[src/rtl/dcp_run_ctrl.sv]
// dcp_run_ctrl: run/step controller for the debug control unit.
// Generates clk_cpu pulses for single-step and run-to-breakpoint commands
// and stops at an instruction boundary, a breakpoint hit, a user stop or a
// hang timeout.

// One breakpoint entry: address, enable and a match against npc.
module dcp_run_bp_entry (
  input  logic        clk,
  input  logic        rst,
  input  logic        we,
  input  logic        clr,
  input  logic [31:0] addr,
  input  logic [31:0] npc,
  output logic        match
);
  logic [31:0] addr_q;
  logic        en_q;

  // Clear drops only the enable and beats a simultaneous write.
  always_ff @(posedge clk or posedge rst) begin
    if (rst) begin
      addr_q <= '0;
      en_q   <= 1'b0;
    end else if (clr) begin
      en_q   <= 1'b0;
    end else if (we) begin
      addr_q <= addr;
      en_q   <= 1'b1;
    end
  end

  assign match = en_q && (addr_q == npc);
endmodule

module dcp_run_ctrl #(
  parameter int NUM_BP   = 4,
  parameter int CLK_HALF = 2,
  parameter int MAX_CYC  = 1024,
  localparam int IW      = $clog2(NUM_BP)
) (
  input  logic          clk,
  input  logic          rst,
  input  logic          step_req,
  input  logic          go_req,
  input  logic          stop_req,
  input  logic          bp_we,
  input  logic [IW-1:0] bp_idx,
  input  logic [31:0]   bp_addr,
  input  logic          bp_clr,
  input  logic          pc_chk,
  input  logic [31:0]   npc,
  output logic          clk_cpu,
  output logic          busy,
  output logic          done,
  output logic [1:0]    halt_reason,
  output logic [31:0]   halt_pc,
  output logic [IW-1:0] bp_hit_idx,
  output logic [31:0]   inst_cnt
);
  localparam int PW = $clog2(MAX_CYC + 1);
  localparam int HW = (CLK_HALF > 1) ? $clog2(CLK_HALF) : 1;
  localparam logic [HW-1:0] HLAST = HW'(CLK_HALF - 1);
  localparam logic [PW-1:0] PMAX  = PW'(MAX_CYC);

  localparam logic [1:0] R_STEP = 2'b00;
  localparam logic [1:0] R_BP   = 2'b01;
  localparam logic [1:0] R_STOP = 2'b10;
  localparam logic [1:0] R_TOUT = 2'b11;

  typedef enum logic [2:0] {S_IDLE, S_HIGH, S_LOW, S_CHECK, S_DONE} state_t;

  state_t          state;
  logic [HW-1:0]   hcnt;
  logic [PW-1:0]   pcnt;
  logic            step_mode;
  logic            stop_flag;

  logic [NUM_BP-1:0] bp_match;
  logic              hit_any;
  logic [IW-1:0]     hit_idx;

  // Breakpoint table, one entry instance per slot.
  for (genvar i = 0; i < NUM_BP; i++) begin : g_bp
    dcp_run_bp_entry u_ent (
      .clk   (clk),
      .rst   (rst),
      .we    (bp_we && (bp_idx == IW'(i))),
      .clr   (bp_clr),
      .addr  (bp_addr),
      .npc   (npc),
      .match (bp_match[i])
    );
  end

  // Lowest-index matching entry wins.
  always_comb begin
    hit_any = 1'b0;
    hit_idx = '0;
    for (int i = NUM_BP - 1; i >= 0; i--) begin
      if (bp_match[i]) begin
        hit_any = 1'b1;
        hit_idx = IW'(i);
      end
    end
  end

  // Run/step sequencer; clk_cpu is a register so reset drops it at once.
  always_ff @(posedge clk or posedge rst) begin
    if (rst) begin
      state       <= S_IDLE;
      hcnt        <= '0;
      pcnt        <= '0;
      step_mode   <= 1'b0;
      stop_flag   <= 1'b0;
      clk_cpu     <= 1'b0;
      busy        <= 1'b0;
      done        <= 1'b0;
      halt_reason <= R_STEP;
      halt_pc     <= '0;
      bp_hit_idx  <= '0;
      inst_cnt    <= '0;
    end else begin
      done <= 1'b0;
      if (state != S_IDLE && stop_req) stop_flag <= 1'b1;
      case (state)
        S_IDLE: begin
          if (step_req || go_req) begin
            step_mode <= step_req;
            inst_cnt  <= '0;
            pcnt      <= '0;
            stop_flag <= 1'b0;
            hcnt      <= '0;
            clk_cpu   <= 1'b1;
            busy      <= 1'b1;
            state     <= S_HIGH;
          end
        end
        S_HIGH: begin
          if (hcnt == HLAST) begin
            hcnt    <= '0;
            clk_cpu <= 1'b0;
            state   <= S_LOW;
          end else begin
            hcnt <= hcnt + 1'b1;
          end
        end
        S_LOW: begin
          if (hcnt == HLAST) begin
            hcnt  <= '0;
            if (pcnt != PMAX) pcnt <= pcnt + 1'b1;
            state <= S_CHECK;
          end else begin
            hcnt <= hcnt + 1'b1;
          end
        end
        S_CHECK: begin
          if (stop_flag) begin
            done        <= 1'b1;
            halt_reason <= R_STOP;
            halt_pc     <= npc;
            bp_hit_idx  <= '0;
            state       <= S_DONE;
          end else if (pc_chk) begin
            inst_cnt <= inst_cnt + 32'd1;
            pcnt     <= '0;
            if (step_mode) begin
              done        <= 1'b1;
              halt_reason <= R_STEP;
              halt_pc     <= npc;
              bp_hit_idx  <= '0;
              state       <= S_DONE;
            end else if (hit_any) begin
              done        <= 1'b1;
              halt_reason <= R_BP;
              halt_pc     <= npc;
              bp_hit_idx  <= hit_idx;
              state       <= S_DONE;
            end else begin
              clk_cpu <= 1'b1;
              state   <= S_HIGH;
            end
          end else if (pcnt == PMAX) begin
            done        <= 1'b1;
            halt_reason <= R_TOUT;
            halt_pc     <= npc;
            bp_hit_idx  <= '0;
            state       <= S_DONE;
          end else begin
            clk_cpu <= 1'b1;
            state   <= S_HIGH;
          end
        end
        S_DONE: begin
          busy  <= 1'b0;
          state <= S_IDLE;
        end
        default: state <= S_IDLE;
      endcase
    end
  end
endmodule

[config.mk]
export PLATFORM = sky130hd
export DESIGN_NAME = dcp_run_ctrl
export DESIGN_NICKNAME = d
export VERILOG_FILES = /design/src/rtl/dcp_run_ctrl.sv
export SDC_FILE = /design/constraint.sdc
export NUM_CORES = 1
export LEC_CHECK = 0
export CAP_MARGIN = 25
export CORE_ASPECT_RATIO = 0.9
export CORE_MARGIN = 2
export CORE_UTILIZATION = 45
export CTS_CLUSTER_DIAMETER = 50
export DETAILED_ROUTE_END_ITERATION = 10
export DONT_BUFFER_PORTS = 1
export GPL_TIMING_DRIVEN = 1
export PLACE_DENSITY_LB_ADDON = 0.1
export SLEW_MARGIN = 20
export SYNTH_ARGS = -nofsm -noshare
export SYNTH_HDL_FRONTEND = slang
export SYNTH_SLANG_ARGS = --single-unit
export TNS_END_PERCENT = 5
[constraint.sdc]
create_clock -name clk -period 6.3 [get_ports clk]
set_clock_uncertainty 0.05 [all_clocks]
set_input_delay 0.63 -clock clk [delete_from_list [all_inputs] [get_ports clk]]
set_output_delay 0.63 -clock clk [all_outputs]
set_load 0.1 [all_outputs]
### Met1 routing, run 1

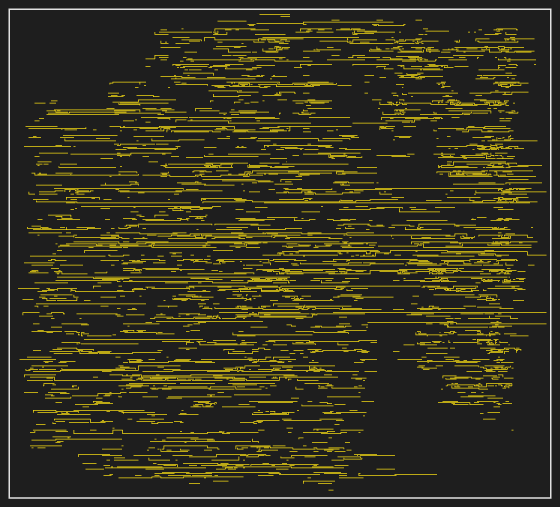
share of all routed wire: 44%
longest straight run: 75.0 um
wire length on this layer: 11100 um

### The metal 3 layer, run 1

The bar under the picture is 50 um long.
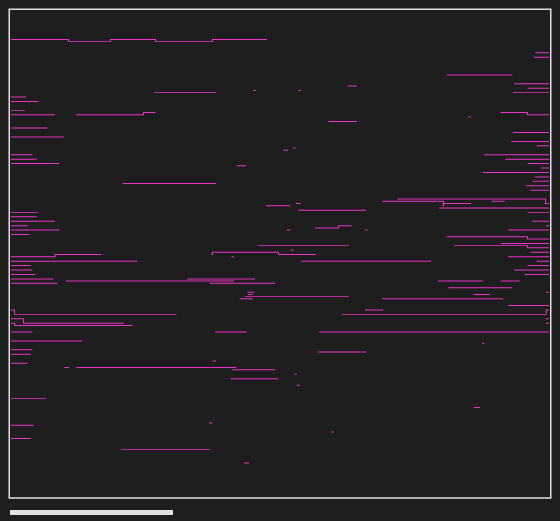
share of all routed wire: 6.7%
nets with wire on the layer: 95
wire length on this layer: 1690 um
main direction: horizontal

### Placement by cell class, run 1

Fill, decap, tap and diode cells in gray.
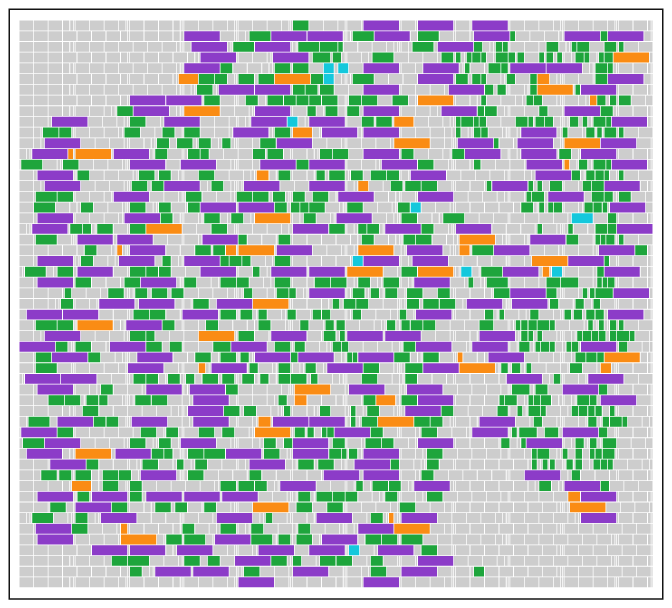
| class | color | cells | share of their area |
|---|---|---|---|
| remaining buffers and delay cells | cyan | 10 | 0.73% |
| registers | purple | 220 | 49% |
| clock drivers and dummy loads | orange | 52 | 8.0% |
| remaining logic cells | green | 582 | 42% |
row cnt: 53
sequential cell area share: 0.472
core area: 23200 um2
Post-Layout Inst Area: 11700 um2
fin util: 0.502

==> metrics.csv, run 1 <==
stage,metric,value,unit
power_and_ir_drop,power,5370,uW
cells_and_area,clkCellAreaFrac,0.0778,
route,vias,6372,
cells_and_area,sh_comb_area,0.405,
outcome,status,"complete, no violations",
setup_path,required,6.66,ns
power_and_ir_drop,irDropWorstVdd,0.000424,V
global_routing,grt_max_degree,70,
timing,finalMaxSlewViolations,0,
global_routing,grt.met1_usage,0.266,
setup_path,critical_path_cell_count,9,
floorplanning,num_io_pins,145,
cells_and_area,flops,220,
power_and_ir_drop,powerDensity,460,nW/um2
route,antenna_left,0,
global_routing,gr-usage-met2,0.337,
timing,rsz0062_at_grt,false,
placed_design,hpwl,18100,um
timing,finalClockPeriodUsage,0.526,
synth,ys.flops,220,
placed_design,port_buffers,0,
cts,cts.clk_slew.worst_paths,0.06,ns
cells_and_area,top_regs,"g_bp.u_ent.addr_q x128, halt_pc x32, inst_cnt x32",
cells_and_area,nMultiInputCombCells,566,
timing,timing.final.ws_setup,2.99,ns
setup_path,path_class,reg2reg,
cts,postCtsHoldBufs,0,
route,top_layer,met4,
route,dr.pass1.iters,4,
cells_and_area,final-seq-area,5510,um2
timing,hold-worst-slack,0.0351,ns
placed_design,dpl_cell_area,10700,um2
floorplanning,core_util_floorplan,0.456,
run 1: cells in the mapped netlist (all sizes together), types with 11 or more instances:
cell / count
a21oi: 18
and3: 11
buf: 18
clkbuf: 41
dfrtp: 220
inv: 16
mux2: 161
nand2: 22
nand3: 15
nand4: 24
nor2: 48
nor3: 15
nor4: 29
xnor2: 50
xor2: 111
run 1: cells by family after synthesis:
kind of cell | share of synthesized area
xor gates and xnor gates | 0.133
AOI/OAI and AO/OA | 0.0276
DFF | 0.521
muxes | 0.181
and+or+nand+nor | 0.0988
adders and majority gates | 0.00355
buffers and inverters | 0.0353
run 1: power breakdown:
| group | switching (uW) | leakage [uW] | internal, uW |
|---|---|---|---|
| clock network | 623 | 0.000437 | 907 |
| registers | 1190 | 0.00273 | 1720 |
| logic | 418 | 0.00189 | 510 |
## Run 2: what changed since run 1
==> constraint.sdc (replaced) <==
create_clock -name clk -period 3.4 [get_ports clk]
set_clock_uncertainty 0.05 [all_clocks]
set_input_delay 0.34 -clock clk [delete_from_list [all_inputs] [get_ports clk]]
set_output_delay 0.34 -clock clk [all_outputs]
set_load 0.1 [all_outputs]
### Clock routing, run 2

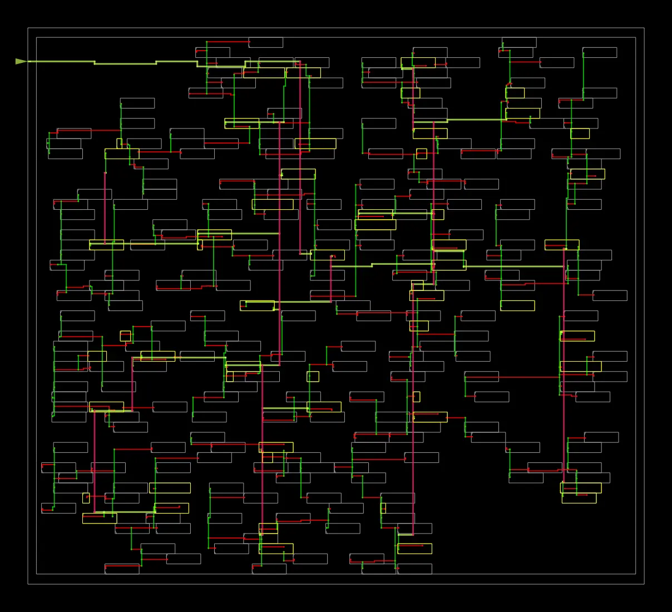
clk pwr: 3370 uW
flop count: 220
TritonCTS Buffers: 29

### The metal 3 layer, run 2

The bar under the picture is 50 um long.
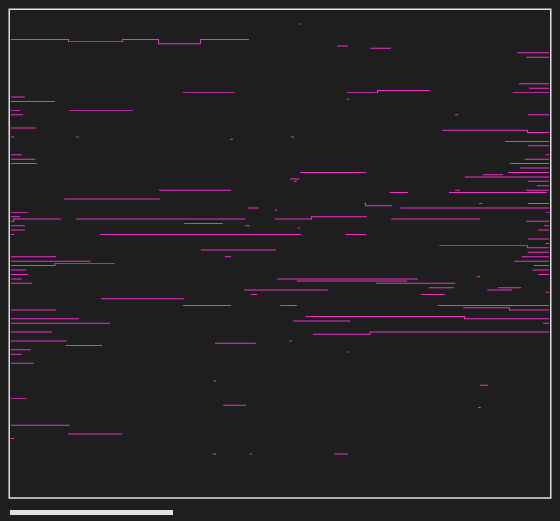
main direction: horizontal
longest straight run: 61.2 um
nets with wire on the layer: 96
wire length on this layer: 1590 um
share of all routed wire: 6.1%

==> run 2 against run 1 <==
Design area is 9.8% higher. Utilization is 4.9 points higher. Routed wire length is 3.8% higher. Non-clock buffer count is 102 higher. First-iteration DRC count is 12% lower. Power is 98% higher. Count of clock-buffer cells in the layout is 1 lower. Critical path type unchanged. Largest power group unchanged.
==> metrics.csv, run 2 <==
stage,metric,value,unit
outcome,status,"complete, no violations",
timing,finalClockPeriodUsage,0.881,
power_and_ir_drop,swShare,0.392,
placed_design,port_buffers,0,
synth,logic_family,multiplexers,
power_and_ir_drop,p_sw,4160,uW
floorplanning,num_io_pins,145,
floorplanning,num_rows,53,
setup_path,required,3.77,ns
cts,cts.clk_slew.worst_paths,0.05,ns
power_and_ir_drop,power.group.top,sequential cells,
global_routing,grt_max_degree,103,
setup_path,critPathCaptureType,flop,
timing,hold-worst-slack,0.0682,ns
power_and_ir_drop,combPwrFrac,0.180,
power_and_ir_drop,pg_seq,5320,uW
power_and_ir_drop,powerDensity,828,nW/um2
timing,finalMaxSlewViolations,0,
global_routing,gr-usage-met2,0.359,
cells_and_area,final_core_util,0.551,
worst_hold_path,holdPathStages,2,
power_and_ir_drop,p_comb,1910,uW
placed_design,hpwl,18700,um
route,antenna_left,0,
floorplanning,fp.coreArea,23200,um2
power_and_ir_drop,power,10600,uW
cells_and_area,top_regs,"g_bp.u_ent.addr_q x128, halt_pc x32, inst_cnt x32",
synth,synth.net_count,938,
synth,netlist_top_cells_count,"dfrtp_1, mux2_2, xor2_1, xnor2_1, nor2_1",
synth,ys.flops,220,
synth,simple_gate_area_frac,0.0988,
power_and_ir_drop,irDropWorstVdd,0.000552,V
timing,timing.final.ws_setup,0.406,ns
synth,synthAoiAreaFrac,0.0276,
synth,ys_sh_mux,0.181,
power_and_ir_drop,intPower,6440,uW
route,dr.pass1.iters,4,
cts,postCtsHoldBufs,69,
setup_path,path_class,reg2reg,
power_and_ir_drop,pwr-share-clk,0.318,
synth,yosys.area_share.xor_xnor,0.133,
placed_design,dpl_cell_area,11000,um2
cells_and_area,final_area,12800,um2
power_and_ir_drop,pwr-share-seq,0.502,
route,top_layer,met5,
synth,yosysMostFrequentCell,dfrtp_1,
timing,rsz0062_at_grt,false,
cts,cts_max_path_buffers,3,
global_routing,grtUsageTotal,0.214,
### Met1 routing, run 2

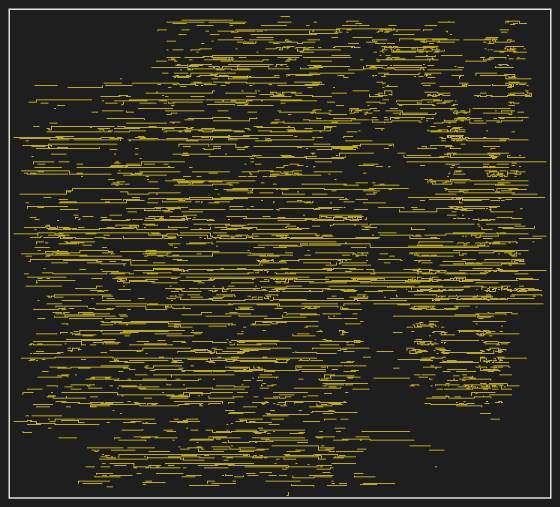
longest straight run: 52.0 um
nets with wire on the layer: 960
wire length on this layer: 11300 um
share of all routed wire: 43%
main direction: horizontal
GR Util met1: 0.281
final WL: 26300 um
Vias: 6812

-- run 2: worst max-delay path by stage --
stage / startpoint / end / slack (ns) / cells past startpoint
final: g_bp[3].u_ent.addr_q[12] / halt_pc[16] / 0.41 / 8
after global routing: pcnt[0] / halt_pc[9] / 0.21 / 9
after CTS: pcnt[0] / halt_pc[25] / 0.41 / 9
after detailed placement: pcnt[0] / halt_pc[16] / 0.42 / 9
after global placement: g_bp[3].u_ent.addr_q[12] / halt_pc[9] / 0.48 / 8
after floorplan: rst / bp_hit_idx[0] / 0.14 / 1
-- run 2: area by class of cell --
type                       instances  area (um2)
tap                              302         378
inverter                          16        63.8
timing repair buffer             112        1040
sequential                       220        5510
multi-input combinational        566        4720
clock inverter                    16         274
clock buffer                      38         820
fill                            1966       10400
Power figures rest on the tool's default switching activity, not on a simulated workload.
